## config.mk

```make
export PLATFORM = sky130hd
export DESIGN_NAME = store_buffer_flat
export DESIGN_NICKNAME = d
export VERILOG_FILES = /design/src/rtl/store_buffer_if.sv /design/src/rtl/store_buffer.sv /design/src/flat_wrapper.sv
export SDC_FILE = /design/constraint.sdc
export NUM_CORES = 1
export LEC_CHECK = 0
export ABC_AREA = 0
export CORE_MARGIN = 2
export CORE_UTILIZATION = 50
export CTS_CLUSTER_DIAMETER = 40
export CTS_CLUSTER_SIZE = 40
export DETAILED_ROUTE_END_ITERATION = 6
export PLACE_DENSITY = 0.71
export REMOVE_ABC_BUFFERS = 1
export SYNTH_ARGS = -nofsm -noshare
export SYNTH_HDL_FRONTEND = slang
export SYNTH_SLANG_ARGS = --single-unit
```

## constraint.sdc

```tcl
create_clock -name clk_i -period 10.1 [get_ports clk_i]
set_input_delay 3.03 -clock clk_i [delete_from_list [all_inputs] [get_ports clk_i]]
set_output_delay 3.03 -clock clk_i [all_outputs]
set_load 0.02 [all_outputs]
```

## src/rtl/store_buffer_if.sv

```systemverilog
// store_buffer_if: commit-side store, D-cache store port, load-forwarding
// lookup and status signals of the store buffer, grouped as one bundle.
interface store_buffer_if #(
   parameter int DEPTH  = 4,
   parameter int XLEN   = 32,
   parameter int ADDR_W = 32
);
   localparam int MW = XLEN / 8;
   localparam int CW = $clog2(DEPTH + 1);
   logic              st_valid_i;
   logic              st_ready_o;
   logic [ADDR_W-1:0] st_addr_i;
   logic [XLEN-1:0]   st_data_i;
   logic [MW-1:0]     st_mask_i;
   logic              dc_store_req_o;
   logic [ADDR_W-1:0] dc_store_addr_o;
   logic [XLEN-1:0]   dc_store_data_o;
   logic [MW-1:0]     dc_store_mask_o;
   logic              dc_store_finished_i;
   logic              dc_store_miss_i;
   logic [ADDR_W-1:0] ld_addr_i;
   logic [MW-1:0]     ld_fwd_mask_o;
   logic [XLEN-1:0]   ld_fwd_data_o;
   logic              ld_fwd_hit_o;
   logic              ld_conflict_o;
   logic              empty_o;
   logic [CW-1:0]     count_o;
   modport slave (
      input  st_valid_i, st_addr_i, st_data_i, st_mask_i,
             dc_store_finished_i, dc_store_miss_i, ld_addr_i,
      output st_ready_o, dc_store_req_o, dc_store_addr_o, dc_store_data_o,
             dc_store_mask_o, ld_fwd_mask_o, ld_fwd_data_o, ld_fwd_hit_o,
             ld_conflict_o, empty_o, count_o
   );
   modport master (
      output st_valid_i, st_addr_i, st_data_i, st_mask_i,
             dc_store_finished_i, dc_store_miss_i, ld_addr_i,
      input  st_ready_o, dc_store_req_o, dc_store_addr_o, dc_store_data_o,
             dc_store_mask_o, ld_fwd_mask_o, ld_fwd_data_o, ld_fwd_hit_o,
             ld_conflict_o, empty_o, count_o
   );
endinterface

```

## src/rtl/store_buffer.sv

```systemverilog
// store_buffer: in-order coalescing store queue draining to the D-cache,
// with byte-level store-to-load forwarding.
module store_buffer #(
   parameter int DEPTH  = 4,
   parameter int XLEN   = 32,
   parameter int ADDR_W = 32
) (
   input logic clk_i,
   input logic rst_i,
   store_buffer_if.slave sb
);
   localparam int MW  = XLEN / 8;
   localparam int PW  = $clog2(DEPTH);
   localparam int CW  = $clog2(DEPTH + 1);
   localparam int OFF = $clog2(MW);
   localparam int WW  = ADDR_W - OFF;
   typedef enum logic {IDLE, ISSUE} state_e;
   logic [WW-1:0]     word_q [DEPTH];
   logic [XLEN-1:0]   data_q [DEPTH];
   logic [MW-1:0]     mask_q [DEPTH];
   logic [PW-1:0]     head_q, head_d, tail_q, tail_d, young;
   logic [CW-1:0]     count_q, count_d;
   state_e            state_q, state_d;
   logic              dc_req_q, dc_req_d;
   logic [ADDR_W-1:0] dc_addr_q, dc_addr_d;
   logic [XLEN-1:0]   dc_data_q, dc_data_d;
   logic [MW-1:0]     dc_mask_q, dc_mask_d;
   logic [WW-1:0]     st_word, ld_word;
   logic [XLEN-1:0]   st_bits, merged, fwd_data;
   logic [MW-1:0]     fwd_mask;
   logic              full, co, push, alloc, pop, stage, head_co;
   assign st_word = sb.st_addr_i[ADDR_W-1:OFF];
   assign ld_word = sb.ld_addr_i[ADDR_W-1:OFF];
   assign young   = tail_q - PW'(1);
   assign full    = count_q == CW'(DEPTH);
   // The in-flight head is frozen: its payload is already on the D-cache port.
   assign co      = count_q != '0 && word_q[young] == st_word && !(state_q == ISSUE && young == head_q);
   assign push    = sb.st_valid_i && sb.st_ready_o;
   assign alloc   = push && !co;
   assign pop     = state_q == ISSUE && sb.dc_store_finished_i;
   assign merged  = (data_q[young] & ~st_bits) | (sb.st_data_i & st_bits);
   assign head_d  = pop ? head_q + PW'(1) : head_q;
   assign tail_d  = alloc ? tail_q + PW'(1) : tail_q;
   assign count_d = count_q + CW'(alloc) - CW'(pop);
   always_comb begin
      st_bits = '0;
      for (int b = 0; b < MW; b++) st_bits[8*b +: 8] = {8{sb.st_mask_i[b]}};
   end
   always_ff @(posedge clk_i) begin
      if (alloc) begin
         word_q[tail_q] <= st_word;
         data_q[tail_q] <= sb.st_data_i;
         mask_q[tail_q] <= sb.st_mask_i;
      end else if (push) begin
         data_q[young] <= merged;
         mask_q[young] <= mask_q[young] | sb.st_mask_i;
      end
   end
   always_ff @(posedge clk_i) begin
      if (rst_i) begin
         state_q   <= IDLE;
         head_q    <= '0;
         tail_q    <= '0;
         count_q   <= '0;
         dc_req_q  <= 1'b0;
         dc_addr_q <= '0;
         dc_data_q <= '0;
         dc_mask_q <= '0;
      end else begin
         state_q   <= state_d;
         head_q    <= head_d;
         tail_q    <= tail_d;
         count_q   <= count_d;
         dc_req_q  <= dc_req_d;
         dc_addr_q <= dc_addr_d;
         dc_data_q <= dc_data_d;
         dc_mask_q <= dc_mask_d;
      end
   end
   always_comb begin
      state_d = state_q == IDLE ? (count_q != '0 ? ISSUE : IDLE)
                                : (sb.dc_store_finished_i ? IDLE : ISSUE);
   end
   // Staging captures the head including any bytes coalesced into it this cycle.
   always_comb begin
      stage     = state_q == IDLE && count_q != '0;
      head_co   = push && co && young == head_q;
      dc_req_d  = stage ? 1'b1 : pop ? 1'b0 : dc_req_q;
      dc_addr_d = stage ? {word_q[head_q], {OFF{1'b0}}} : dc_addr_q;
      dc_data_d = stage ? (head_co ? merged : data_q[head_q]) : dc_data_q;
      dc_mask_d = stage ? (head_co ? mask_q[head_q] | sb.st_mask_i : mask_q[head_q]) : dc_mask_q;
   end
   always_comb begin
      logic [PW-1:0] idx;
      idx      = '0;
      fwd_mask = '0;
      fwd_data = '0;
      for (int i = 0; i < DEPTH; i++) begin
         idx = head_q + PW'(i);
         if (CW'(i) < count_q && word_q[idx] == ld_word)
            for (int b = 0; b < MW; b++)
               if (mask_q[idx][b]) begin
                  fwd_mask[b]        = 1'b1;
                  fwd_data[8*b +: 8] = data_q[idx][8*b +: 8];
               end
      end
   end
   assign sb.st_ready_o      = !full || co;
   assign sb.dc_store_req_o  = dc_req_q;
   assign sb.dc_store_addr_o = dc_addr_q;
   assign sb.dc_store_data_o = dc_data_q;
   assign sb.dc_store_mask_o = dc_mask_q;
   assign sb.ld_fwd_mask_o   = fwd_mask;
   assign sb.ld_fwd_data_o   = fwd_data;
   assign sb.ld_fwd_hit_o    = &fwd_mask;
   assign sb.ld_conflict_o   = |fwd_mask && !(&fwd_mask);
   assign sb.empty_o         = count_q == '0 && state_q == IDLE;
   assign sb.count_o         = count_q;
endmodule
```

## src/flat_wrapper.sv

```systemverilog
// flat-port wrapper written by rule: the top's interface ports become plain ports
module store_buffer_flat 
#(
   parameter int DEPTH  = 4,
   parameter int XLEN   = 32,
   parameter int ADDR_W = 32
)
  (clk_i, rst_i, sb_st_valid_i, sb_st_addr_i, sb_st_data_i, sb_st_mask_i, sb_dc_store_finished_i, sb_dc_store_miss_i, sb_ld_addr_i, sb_st_ready_o, sb_dc_store_req_o, sb_dc_store_addr_o, sb_dc_store_data_o, sb_dc_store_mask_o, sb_ld_fwd_mask_o, sb_ld_fwd_data_o, sb_ld_fwd_hit_o, sb_ld_conflict_o, sb_empty_o, sb_count_o);
  store_buffer_if #(.DEPTH(DEPTH), .XLEN(XLEN), .ADDR_W(ADDR_W)) sb_i ();
  input logic clk_i;
  input logic rst_i;
  input wire logic [$bits(sb_i.st_valid_i)-1:0] sb_st_valid_i;
  input wire logic [$bits(sb_i.st_addr_i)-1:0] sb_st_addr_i;
  input wire logic [$bits(sb_i.st_data_i)-1:0] sb_st_data_i;
  input wire logic [$bits(sb_i.st_mask_i)-1:0] sb_st_mask_i;
  input wire logic [$bits(sb_i.dc_store_finished_i)-1:0] sb_dc_store_finished_i;
  input wire logic [$bits(sb_i.dc_store_miss_i)-1:0] sb_dc_store_miss_i;
  input wire logic [$bits(sb_i.ld_addr_i)-1:0] sb_ld_addr_i;
  output wire logic [$bits(sb_i.st_ready_o)-1:0] sb_st_ready_o;
  output wire logic [$bits(sb_i.dc_store_req_o)-1:0] sb_dc_store_req_o;
  output wire logic [$bits(sb_i.dc_store_addr_o)-1:0] sb_dc_store_addr_o;
  output wire logic [$bits(sb_i.dc_store_data_o)-1:0] sb_dc_store_data_o;
  output wire logic [$bits(sb_i.dc_store_mask_o)-1:0] sb_dc_store_mask_o;
  output wire logic [$bits(sb_i.ld_fwd_mask_o)-1:0] sb_ld_fwd_mask_o;
  output wire logic [$bits(sb_i.ld_fwd_data_o)-1:0] sb_ld_fwd_data_o;
  output wire logic [$bits(sb_i.ld_fwd_hit_o)-1:0] sb_ld_fwd_hit_o;
  output wire logic [$bits(sb_i.ld_conflict_o)-1:0] sb_ld_conflict_o;
  output wire logic [$bits(sb_i.empty_o)-1:0] sb_empty_o;
  output wire logic [$bits(sb_i.count_o)-1:0] sb_count_o;
  assign sb_i.st_valid_i = sb_st_valid_i;
  assign sb_i.st_addr_i = sb_st_addr_i;
  assign sb_i.st_data_i = sb_st_data_i;
  assign sb_i.st_mask_i = sb_st_mask_i;
  assign sb_i.dc_store_finished_i = sb_dc_store_finished_i;
  assign sb_i.dc_store_miss_i = sb_dc_store_miss_i;
  assign sb_i.ld_addr_i = sb_ld_addr_i;
  assign sb_st_ready_o = sb_i.st_ready_o;
  assign sb_dc_store_req_o = sb_i.dc_store_req_o;
  assign sb_dc_store_addr_o = sb_i.dc_store_addr_o;
  assign sb_dc_store_data_o = sb_i.dc_store_data_o;
  assign sb_dc_store_mask_o = sb_i.dc_store_mask_o;
  assign sb_ld_fwd_mask_o = sb_i.ld_fwd_mask_o;
  assign sb_ld_fwd_data_o = sb_i.ld_fwd_data_o;
  assign sb_ld_fwd_hit_o = sb_i.ld_fwd_hit_o;
  assign sb_ld_conflict_o = sb_i.ld_conflict_o;
  assign sb_empty_o = sb_i.empty_o;
  assign sb_count_o = sb_i.count_o;
  store_buffer #(.DEPTH(DEPTH), .XLEN(XLEN), .ADDR_W(ADDR_W)) u_core (.clk_i(clk_i), .rst_i(rst_i), .sb(sb_i));
endmodule
```

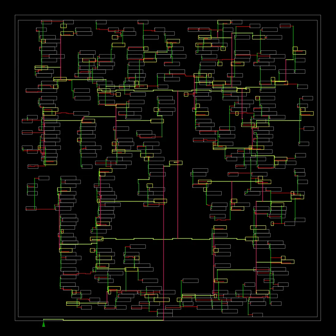
clock_nets.png
clk sinks: 341
clk_lat worst skew: 0.63 ns
registers: 341
clock buffer count: 58

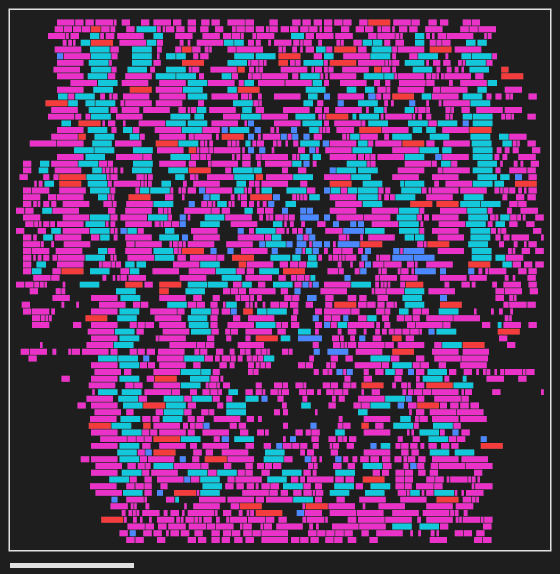
sizing.png
Scale bar: 50 µm.
| colour | size | cells | share | most used |
|---|---|---|---|---|
| magenta | x1 and smaller | 1,501 | 74% | edfxtp_1 |
| blue | x3 and x4 | 107 | 5.3% | buf_4 |
| red | x6 and larger | 77 | 3.8% | clkbuf_16 |
| cyan | x2 | 351 | 17% | mux4_2 |

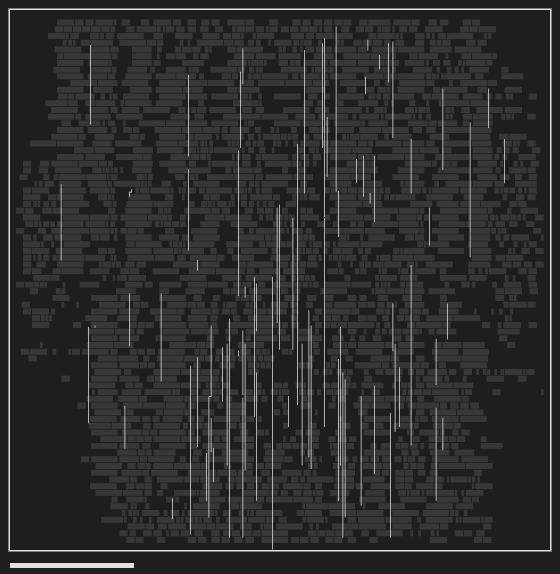
m4.png
Scale bar: 50 µm. Cells faint in the background.
share of all routed wire: 4.0%
main direction: vertical
wire length on this layer: 2,810 µm
longest straight run: 110 µm
nets with wire on the layer: 57

==> Changelog: implementation <==
## Implementation

* Grt ovf at 0
* Seq cells post-synth at roughly 340
* Vias per cell at 6.68
* CP arrival at 6.94 ns
* Number of enable flip-flop cells at 264
* Async S/R FF share, synth at 0%
* Slowest-stage cell, CP: clkdlybuf4s50_1
* Core area at 45,400 µm²
* Clock power frac at 29.3%
* # fillers at 3,478
* Comb area leader: multiplexers
* Busiest grt layer: met2
* Slew HR at 28.4%
* Clk power at 1.87 mW
* Critical-path maximum fanout at 10
* Post-Synth Simple-Gate Area at 8.26%
* Pwr top: combinational cells
* Post-layout period usage at 98.7%
* Ys flop type: edfxtp_1
* Synth Area in XOR/XNOR at 5.40%
* Top-area cell share at about a third
* Yosys stat area at 23,000 µm²
* Hpwl dp at 47,700 µm
* Tmin final at 9.97 ns
* Count of plain and timing-repair buffers at ~290
* Initial antenna violation count at 4
* Adder Share, Synth at 0.522%
* WS Path Type: input pin to output port
* Cells after Synth at around 1,800
* Row cnt at between 70 and 80
* Core Util, Final at 61.0%
* Critical path's most frequent cell: or4_1
* Sequential Power Share at between 30% and 40%
* Outcome: completed
* Buffering overhead at under 10%
* Die H at 219 µm
* Worst path buffer plus inverter count at 5
* CTS Buffer Depth at 3
* Fp util at slightly above 50%
* Slack of the critical path at 0.134 ns
* # placed instances at 2,533
* Post-synth top area cell: edfxtp_1
* Die W at 219 µm
* Sw frac at between 30% and 40%
* Final ANT Viol Nets at 0
* PD cells at about 230 nW/µm²
* Wire length on met2 at approximately 33,000 µm
* Post-placement setup slack at 0.158 ns
* Unrepaired setup endpoints after global routing: false
* Fmax at 100 MHz
* Final hold vios at 0
* Syn_area_per_cell at 12.8 µm²
* Drt initial violations at ~2,100
* Fraction of area in multi-input gates at 46.2%
* Residual DRC count at 0
* Die Area at 47,800 µm²
* Clock-cell share of area at 6.70%
* Pre-Repair DR Iteration Count at 6
* Uppermost layer routed: met5
* Gate power share at 39.2%
* Distinct lib cells used at roughly 75
* MaxCap Viol Count at 0
* Comb group at between 2 and 3 mW
* Largest net degree at the start of global routing at 77
* Final instance area at 27,700 µm²
* Sequential cell area share at 34.3%
* H-tree depth at 2
* Worst-Margin Slew at 1.07 ns
* Nets at roughly 2,100
* Req. time, crit path at 7.07 ns
* Pint at 4.01 mW
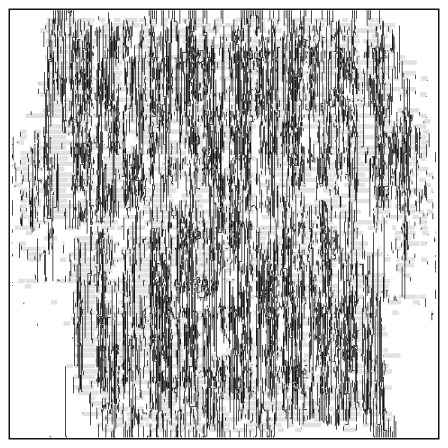
m2.png
Cells faint in the background.
wire length on this layer: 32.9 mm
share of all routed wire: 46%
longest straight run: 67.5 µm
main direction: vertical
nets with wire on the layer: 1,852
vias: 17,600
met2 GRT Util: 45.8%
Routed WL: 71,300 µm

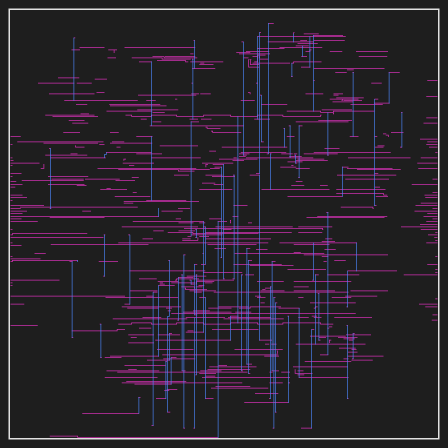
layers.png
Only two layers are drawn.
| colour | layer | wire length |
|---|---|---|
| blue | M4 | 2,810 µm |
| magenta | M3 | 6,570 µm |
Global Route Usage Sum: 30.0%
Wirelength per Cell: 27.0 µm

[sequential cells by signal, summed over array words and instances (netlist names), named ones only]
signal                     cells
u_core.sb.dc_store_mask_o      4
u_core.state_q                 1
u_core.data_q                128
u_core.word_q                120
u_core.sb.count_o              3
u_core.sb.dc_store_addr_o     30
u_core.sb.dc_store_data_o     32
u_core.sb.dc_store_req_o       1
u_core.tail_q                  2
u_core.head_q                  2
u_core.mask_q                 16
[final timing paths]
kind / from / end / cells past startpoint
worst max-delay path: sb_ld_addr_i[5] / sb_ld_fwd_data_o[19] / 12
worst max register to register: u_core.tail_q[0] / u_core.data_q[2][4] / 13
worst min register to register: u_core.sb.dc_store_data_o[22] / u_core.sb.dc_store_data_o[22] / 2
worst min-delay path: u_core.sb.dc_store_data_o[22] / u_core.sb.dc_store_data_o[22] / 2
Power figures rest on the tool's default switching activity, not on a simulated workload.
